File: src/rtl/fht_addr_gen_if.sv
// rtl/fht_addr_gen_if.sv - controller, RAM, ROM and butterfly side bus of the FHT stage sequencer
interface fht_addr_gen_if #(
    parameter int A_BIT = 8
);
    localparam int SW = (A_BIT > 1) ? $clog2(A_BIT) : 1;

    logic             iSTART;
    logic             oRDY;
    logic             oDONE;
    logic [SW-1:0]    oSTAGE;
    logic             oBANK;
    logic             oRD_EN;
    logic [A_BIT-1:0] oRD_ADDR_1;
    logic [A_BIT-1:0] oRD_ADDR_2;
    logic [A_BIT-2:0] oROM_ADDR;
    logic             oRD_EN_0;
    logic [A_BIT-1:0] oRD_ADDR_0;
    logic             oWR_EN;
    logic [A_BIT-1:0] oWR_ADDR_0;
    logic [A_BIT-1:0] oWR_ADDR_1;

    // Controller side: requests a transform and observes the sequencer.
    modport master (
        output iSTART,
        input  oRDY, oDONE, oSTAGE, oBANK,
        input  oRD_EN, oRD_ADDR_1, oRD_ADDR_2, oROM_ADDR,
        input  oRD_EN_0, oRD_ADDR_0,
        input  oWR_EN, oWR_ADDR_0, oWR_ADDR_1
    );

    // Sequencer side.
    modport slave (
        input  iSTART,
        output oRDY, oDONE, oSTAGE, oBANK,
        output oRD_EN, oRD_ADDR_1, oRD_ADDR_2, oROM_ADDR,
        output oRD_EN_0, oRD_ADDR_0,
        output oWR_EN, oWR_ADDR_0, oWR_ADDR_1
    );
endinterface

File: src/rtl/fht_addr_gen.sv
// rtl/fht_addr_gen.sv - in-place FHT stage sequencer producing butterfly read/write addresses
module fht_addr_gen #(
    parameter int A_BIT = 8,
    parameter int LAT   = 3
) (
    input  logic           iCLK,
    input  logic           iRESET,
    fht_addr_gen_if.slave  bus
);
    localparam int SW = (A_BIT > 1) ? $clog2(A_BIT) : 1;
    localparam int BW = A_BIT - 1;
    localparam int RW = A_BIT - 1;
    localparam int CW = $clog2(LAT + 1);

    localparam logic [BW-1:0]    B_LAST = {BW{1'b1}};
    localparam logic [SW-1:0]    S_LAST = SW'(A_BIT - 1);
    localparam logic [CW-1:0]    C_RUN  = CW'(LAT - 1);
    localparam logic [CW-1:0]    C_END  = CW'(LAT);
    localparam logic [A_BIT-1:0] ONE    = A_BIT'(1);

    typedef enum logic [1:0] {IDLE, RUN, FLUSH} state_t;

    state_t           state;
    logic [SW-1:0]    s;
    logic [BW-1:0]    b;
    logic [CW-1:0]    cnt;
    logic             issue;

    logic [A_BIT-1:0] half;
    logic [A_BIT-1:0] k;
    logic [A_BIT-1:0] base;
    logic [A_BIT-1:0] a_rd0;
    logic [A_BIT-1:0] a_rd1;
    logic [A_BIT-1:0] a_rd2;
    logic [RW-1:0]    a_rom;

    logic             rd_en;
    logic [A_BIT-1:0] rd_addr_1;
    logic [A_BIT-1:0] rd_addr_2;
    logic [RW-1:0]    rom_addr;
    logic [A_BIT-1:0] wr0_iss;
    logic [SW-1:0]    stage;
    logic             bank;
    logic             done;

    logic             rd_en_0;
    logic [A_BIT-1:0] rd_addr_0;
    logic [LAT-1:0]   wr_en_pipe;
    logic [A_BIT-1:0] wr0_pipe [LAT];
    logic [A_BIT-1:0] wr1_pipe [LAT];

    // A butterfly is issued on every RUN cycle and on the IDLE cycle that accepts a start.
    assign issue = (state == RUN) || ((state == IDLE) && bus.iSTART);

    // Butterfly operand addresses for the current stage s and butterfly index b.
    always_comb begin
        half  = ONE << s;
        k     = A_BIT'(b) & (half - ONE);
        base  = ((A_BIT'(b) >> s) << s) << 1;
        a_rd0 = base + k;
        a_rd1 = base + half + k;
        a_rd2 = base + half + ((half - k) & (half - ONE));
        a_rom = RW'(k << (S_LAST - s));
    end

    // Stage sequencing: N/2 issue cycles per stage, then LAT cycles for the writes to drain.
    always_ff @(posedge iCLK or negedge iRESET) begin
        if (!iRESET) begin
            state     <= IDLE;
            s         <= '0;
            b         <= '0;
            cnt       <= '0;
            rd_en     <= 1'b0;
            rd_addr_1 <= '0;
            rd_addr_2 <= '0;
            rom_addr  <= '0;
            wr0_iss   <= '0;
            stage     <= '0;
            bank      <= 1'b0;
            done      <= 1'b0;
        end else begin
            rd_en <= 1'b0;
            done  <= 1'b0;
            if (issue) begin
                rd_en     <= 1'b1;
                rd_addr_1 <= a_rd1;
                rd_addr_2 <= a_rd2;
                rom_addr  <= a_rom;
                wr0_iss   <= a_rd0;
                stage     <= s;
                bank      <= s[0];
                b         <= b + BW'(1);
                if (b == B_LAST) begin
                    state <= FLUSH;
                    cnt   <= '0;
                end else begin
                    state <= RUN;
                end
            end else if (state == FLUSH) begin
                cnt <= cnt + CW'(1);
                if (s == S_LAST) begin
                    // One extra cycle so done lands just after the final write.
                    if (cnt == C_END) begin
                        state <= IDLE;
                        s     <= '0;
                        done  <= 1'b1;
                    end
                end else if (cnt == C_RUN) begin
                    state <= RUN;
                    s     <= s + SW'(1);
                end
            end
        end
    end

    // x0 trails x1/x2 by one cycle; write strobe and addresses trail the read issue by LAT.
    always_ff @(posedge iCLK or negedge iRESET) begin
        if (!iRESET) begin
            rd_en_0    <= 1'b0;
            rd_addr_0  <= '0;
            wr_en_pipe <= '0;
            for (int i = 0; i < LAT; i++) begin
                wr0_pipe[i] <= '0;
                wr1_pipe[i] <= '0;
            end
        end else begin
            rd_en_0     <= rd_en;
            rd_addr_0   <= wr0_iss;
            wr_en_pipe  <= {wr_en_pipe[LAT-2:0], rd_en};
            wr0_pipe[0] <= wr0_iss;
            wr1_pipe[0] <= rd_addr_1;
            for (int i = 1; i < LAT; i++) begin
                wr0_pipe[i] <= wr0_pipe[i-1];
                wr1_pipe[i] <= wr1_pipe[i-1];
            end
        end
    end

    assign bus.oRDY       = (state == IDLE);
    assign bus.oDONE      = done;
    assign bus.oSTAGE     = stage;
    assign bus.oBANK      = bank;
    assign bus.oRD_EN     = rd_en;
    assign bus.oRD_ADDR_1 = rd_addr_1;
    assign bus.oRD_ADDR_2 = rd_addr_2;
    assign bus.oROM_ADDR  = rom_addr;
    assign bus.oRD_EN_0   = rd_en_0;
    assign bus.oRD_ADDR_0 = rd_addr_0;
    assign bus.oWR_EN     = wr_en_pipe[LAT-1];
    assign bus.oWR_ADDR_0 = wr0_pipe[LAT-1];
    assign bus.oWR_ADDR_1 = wr1_pipe[LAT-1];
endmodule

File: src/flat_wrapper.sv
// flat-port wrapper written by rule: the top's interface ports become plain ports
module fht_addr_gen_flat 
#(
    parameter int A_BIT = 8,
    parameter int LAT   = 3
)
  (iCLK, iRESET, bus_iSTART, bus_oRDY, bus_oDONE, bus_oSTAGE, bus_oBANK, bus_oRD_EN, bus_oRD_ADDR_1, bus_oRD_ADDR_2, bus_oROM_ADDR, bus_oRD_EN_0, bus_oRD_ADDR_0, bus_oWR_EN, bus_oWR_ADDR_0, bus_oWR_ADDR_1);
  fht_addr_gen_if #(.A_BIT(A_BIT)) bus_i ();
  input  logic iCLK;
  input  logic iRESET;
  input wire logic [$bits(bus_i.iSTART)-1:0] bus_iSTART;
  output wire logic [$bits(bus_i.oRDY)-1:0] bus_oRDY;
  output wire logic [$bits(bus_i.oDONE)-1:0] bus_oDONE;
  output wire logic [$bits(bus_i.oSTAGE)-1:0] bus_oSTAGE;
  output wire logic [$bits(bus_i.oBANK)-1:0] bus_oBANK;
  output wire logic [$bits(bus_i.oRD_EN)-1:0] bus_oRD_EN;
  output wire logic [$bits(bus_i.oRD_ADDR_1)-1:0] bus_oRD_ADDR_1;
  output wire logic [$bits(bus_i.oRD_ADDR_2)-1:0] bus_oRD_ADDR_2;
  output wire logic [$bits(bus_i.oROM_ADDR)-1:0] bus_oROM_ADDR;
  output wire logic [$bits(bus_i.oRD_EN_0)-1:0] bus_oRD_EN_0;
  output wire logic [$bits(bus_i.oRD_ADDR_0)-1:0] bus_oRD_ADDR_0;
  output wire logic [$bits(bus_i.oWR_EN)-1:0] bus_oWR_EN;
  output wire logic [$bits(bus_i.oWR_ADDR_0)-1:0] bus_oWR_ADDR_0;
  output wire logic [$bits(bus_i.oWR_ADDR_1)-1:0] bus_oWR_ADDR_1;
  assign bus_i.iSTART = bus_iSTART;
  assign bus_oRDY = bus_i.oRDY;
  assign bus_oDONE = bus_i.oDONE;
  assign bus_oSTAGE = bus_i.oSTAGE;
  assign bus_oBANK = bus_i.oBANK;
  assign bus_oRD_EN = bus_i.oRD_EN;
  assign bus_oRD_ADDR_1 = bus_i.oRD_ADDR_1;
  assign bus_oRD_ADDR_2 = bus_i.oRD_ADDR_2;
  assign bus_oROM_ADDR = bus_i.oROM_ADDR;
  assign bus_oRD_EN_0 = bus_i.oRD_EN_0;
  assign bus_oRD_ADDR_0 = bus_i.oRD_ADDR_0;
  assign bus_oWR_EN = bus_i.oWR_EN;
  assign bus_oWR_ADDR_0 = bus_i.oWR_ADDR_0;
  assign bus_oWR_ADDR_1 = bus_i.oWR_ADDR_1;
  fht_addr_gen #(.A_BIT(A_BIT), .LAT(LAT)) u_core (.iCLK(iCLK), .iRESET(iRESET), .bus(bus_i));
endmodule
File: config.mk
export PLATFORM = sky130hd
export DESIGN_NAME = fht_addr_gen_flat
export DESIGN_NICKNAME = d
export VERILOG_FILES = /design/src/rtl/fht_addr_gen_if.sv /design/src/rtl/fht_addr_gen.sv /design/src/flat_wrapper.sv
export SDC_FILE = /design/constraint.sdc
export NUM_CORES = 1
export LEC_CHECK = 0
export ABC_AREA = 1
export CORE_MARGIN = 8
export CORE_UTILIZATION = 30
export CTS_BUF_LIST = sky130_fd_sc_hd__clkbuf_16
export DETAILED_ROUTE_END_ITERATION = 7
export MAX_ROUTING_LAYER = met4
export SYNTH_ARGS = -nofsm -noshare
export SYNTH_HDL_FRONTEND = slang
export SYNTH_SLANG_ARGS = --single-unit
File: constraint.sdc
create_clock -name iCLK -period 4.1 [get_ports iCLK]
set_input_delay 1.025 -clock iCLK [delete_from_list [all_inputs] [get_ports iCLK]]
set_output_delay 1.025 -clock iCLK [all_outputs]
set_load 0.005 [all_outputs]
Figure 1. Signal wires on met2.
The bar under the picture is 50 um long.
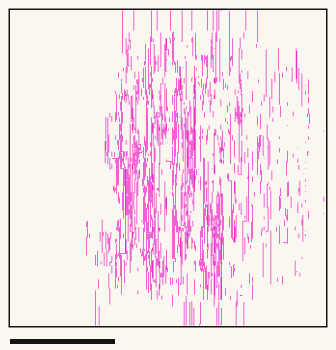
longest straight run	45.2 um
main direction	vertical
DR vias: 4017
met2 GRT Util: 19.4%
Final Routed Wirelength: 12700 um

Figure 2. Clock wiring as the flow saved it.
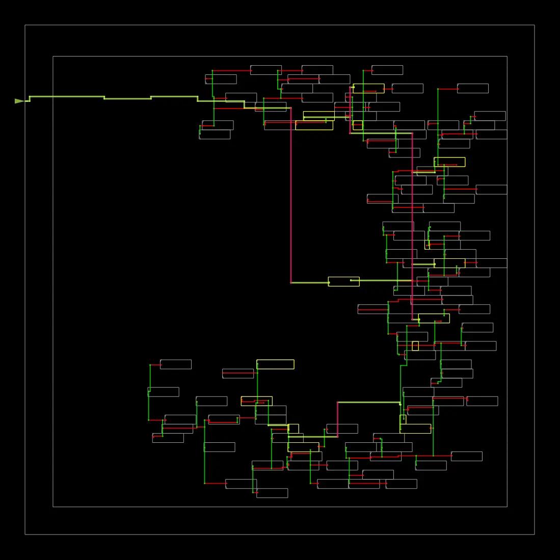
worst clock skew: 8.76 ps
CLK BUF: 9

Figure 3. Power grid.
The bar under the picture is 50 um long. Pins as bars on the die edge.
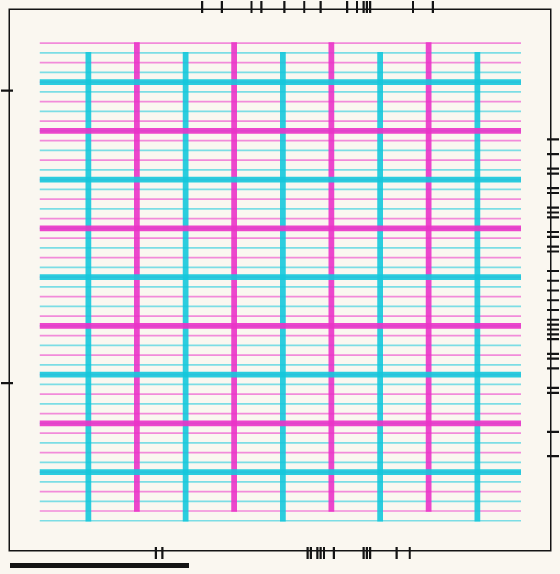
color	net
magenta	VDD
cyan	VSS
met5 straps	9
rows	49
Core Footprint: 17900 um2
VDD IR max: 0.000257 V
die width: 151 um
die span in y: 151 um

Figure 4. Metal layers overlaid.
The bar under the picture is 50 um long. Two of the layers only.
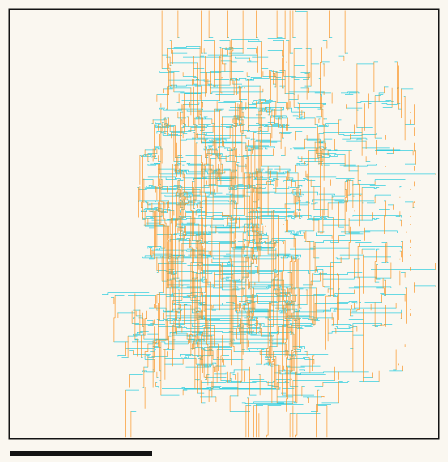
color	layer	wire length
cyan	M1	5800 um
orange	M2	6010 um
GRT Total Usage: 12.2%
drt wl/cell: 14.4 um

==> results_slide.txt <==
Run Summary

Finish
  – Nets: around 690
  – Seq area share: 38.4%
  – Core Util, Final: 36.4%
  – Plain + repair buffers: 75
  – Fillers: 1828
  – Fraction of layout cells with a size suffix above 1: between 10% and 20%
  – Final non-filler cell total: a little under 900
  – Diode count: 0
  – Storage cell area: 2500 um2
  – Signal inverters: 58
  – Final instance area: 6520 um2
  – Top cell excl fill/tap: nand2_1
  – NonClk Buf Share: 11.1%
  – Flop count: around 100
  – Top cell category: flip-flops and latches
  – Largest Register: u_core.wr1_pipe
  – Comb area share: 38.0%
  – Synthesis-to-layout area growth: 19.8%
  – Combinational Area: roughly 2500 um2

Power
  – Sequential cell power: about 1 mW
  – Sw frac: 19.7%
  – Internal power: 1.52 mW
  – Clock share of power: 46.6%
  – Clock group total power: 0.885 mW
  – Comb power frac: 1.4%
  – Pwr top: sequential cells
  – Final Power: 1.90 mW

Global route
  – GR Layer Usage met1: 14.7%
  – Gr busiest metal: met2
  – Met3 Use GR: 3.19%
  – Vias in the first global route: 4042
  – Global route overflow: 0
  – Antenna violations before repair: 0

Clock network
  – Longest Clk Path Bufs: 2
  – Clk root buf: clkbuf_16
  – Cts repair resizes: 0
  – CTS Buf Count: 9
  – Hold_buf cts: 0
  – Post-CTS Setup Bufs: 0
  – CTS Sinks: 100
  – H-tree depth: 3

Critical path
  – Worst path most repeated cell: nand2_1
  – Worst path max stage delay: 440 ps
  – Worst setup SP type: register
  – Setup crit end kind: register
  – WP data arrival: roughly 3900 ps
  – Top delay family on crit path: simple AND/OR/NAND/NOR gates
  – Critical path class: register to register
  – CP max stage cell: dfrtp_1

Synth
  – Largest type area fraction: 46.0%
  – Synth warnings: 0
  – Yosys cell count: 600
  – Mapped cell area: approximately 5400 um2
  – Cell Type Count: 47
  – FFs w/ async S/R, synth: 100%
  – Synth Flop Type: dfrtp_1
  – Most numerous cell in the Yosys netlist: nand2_1
  – Commonest cells post-synth: 130 x nand2_1, 100 x dfrtp_1, 47 x inv_1

Final timing
  – Setup ws final: ~450 ps
  – Final period util: 89.1%
  – RSZ-0062 raised after global routing: false
  – Final Hold Vio Count: 0
  – Max Freq: 274 MHz
  – Final TNS setup: 0 ps
  – Fin Hold WS: roughly 340 ps

Routing
  – WL met3: 598 um
  – Antenna viol nets, final: 0
  – Max Used Layer: met4
  – Routed vias/inst: 4.56
  – DR iter-0 viols: about 230
  – TritonRoute pass-1 iters: 4
  – DRC violations left: 0

Run
  – Tool warnings: 33
  – Tally of max-capacitance violations: 0

Status
  – Status: finished clean

Placed design
  – Port bufs: 58
  – DP Area: between 6000 and 7000 um2
  – DP HPWL: 9880 um
  – Dpl ws: 300 ps
  – Placer Congestion: 0.870

Die
  – Num ports: slightly below 60
  – Tap Cells: 229

Worst hold path
  – Worst hold-check path type: register to register
## worst paths after layout
path	from	end	slack (ps)	cells past startpoint
setup / recovery	u_core.s[0]	u_core.bus.oRD_ADDR_2[7]	450	25
hold / removal	u_core.wr1_pipe[19]	u_core.wr1_pipe[11]	340	0
setup reg to reg	u_core.s[0]	u_core.bus.oRD_ADDR_2[7]	450	25
hold reg to reg	u_core.wr1_pipe[19]	u_core.wr1_pipe[11]	340	0
max in group asynchronous	iRESET	u_core.bus.oWR_ADDR_1[4]	2760	2
min in group asynchronous	iRESET	u_core.wr_en_pipe[2]	640	1
## kinds of logic after synthesis
group           synth area share, %
flops                          46.0
simple gates                   20.5
fa+ha+maj                      9.98
xor+xnor                       4.67
buf+inv                        9.06
other cells                  0.0689
compound gates                 9.72
Power figures rest on the tool's default switching activity, not on a simulated workload.
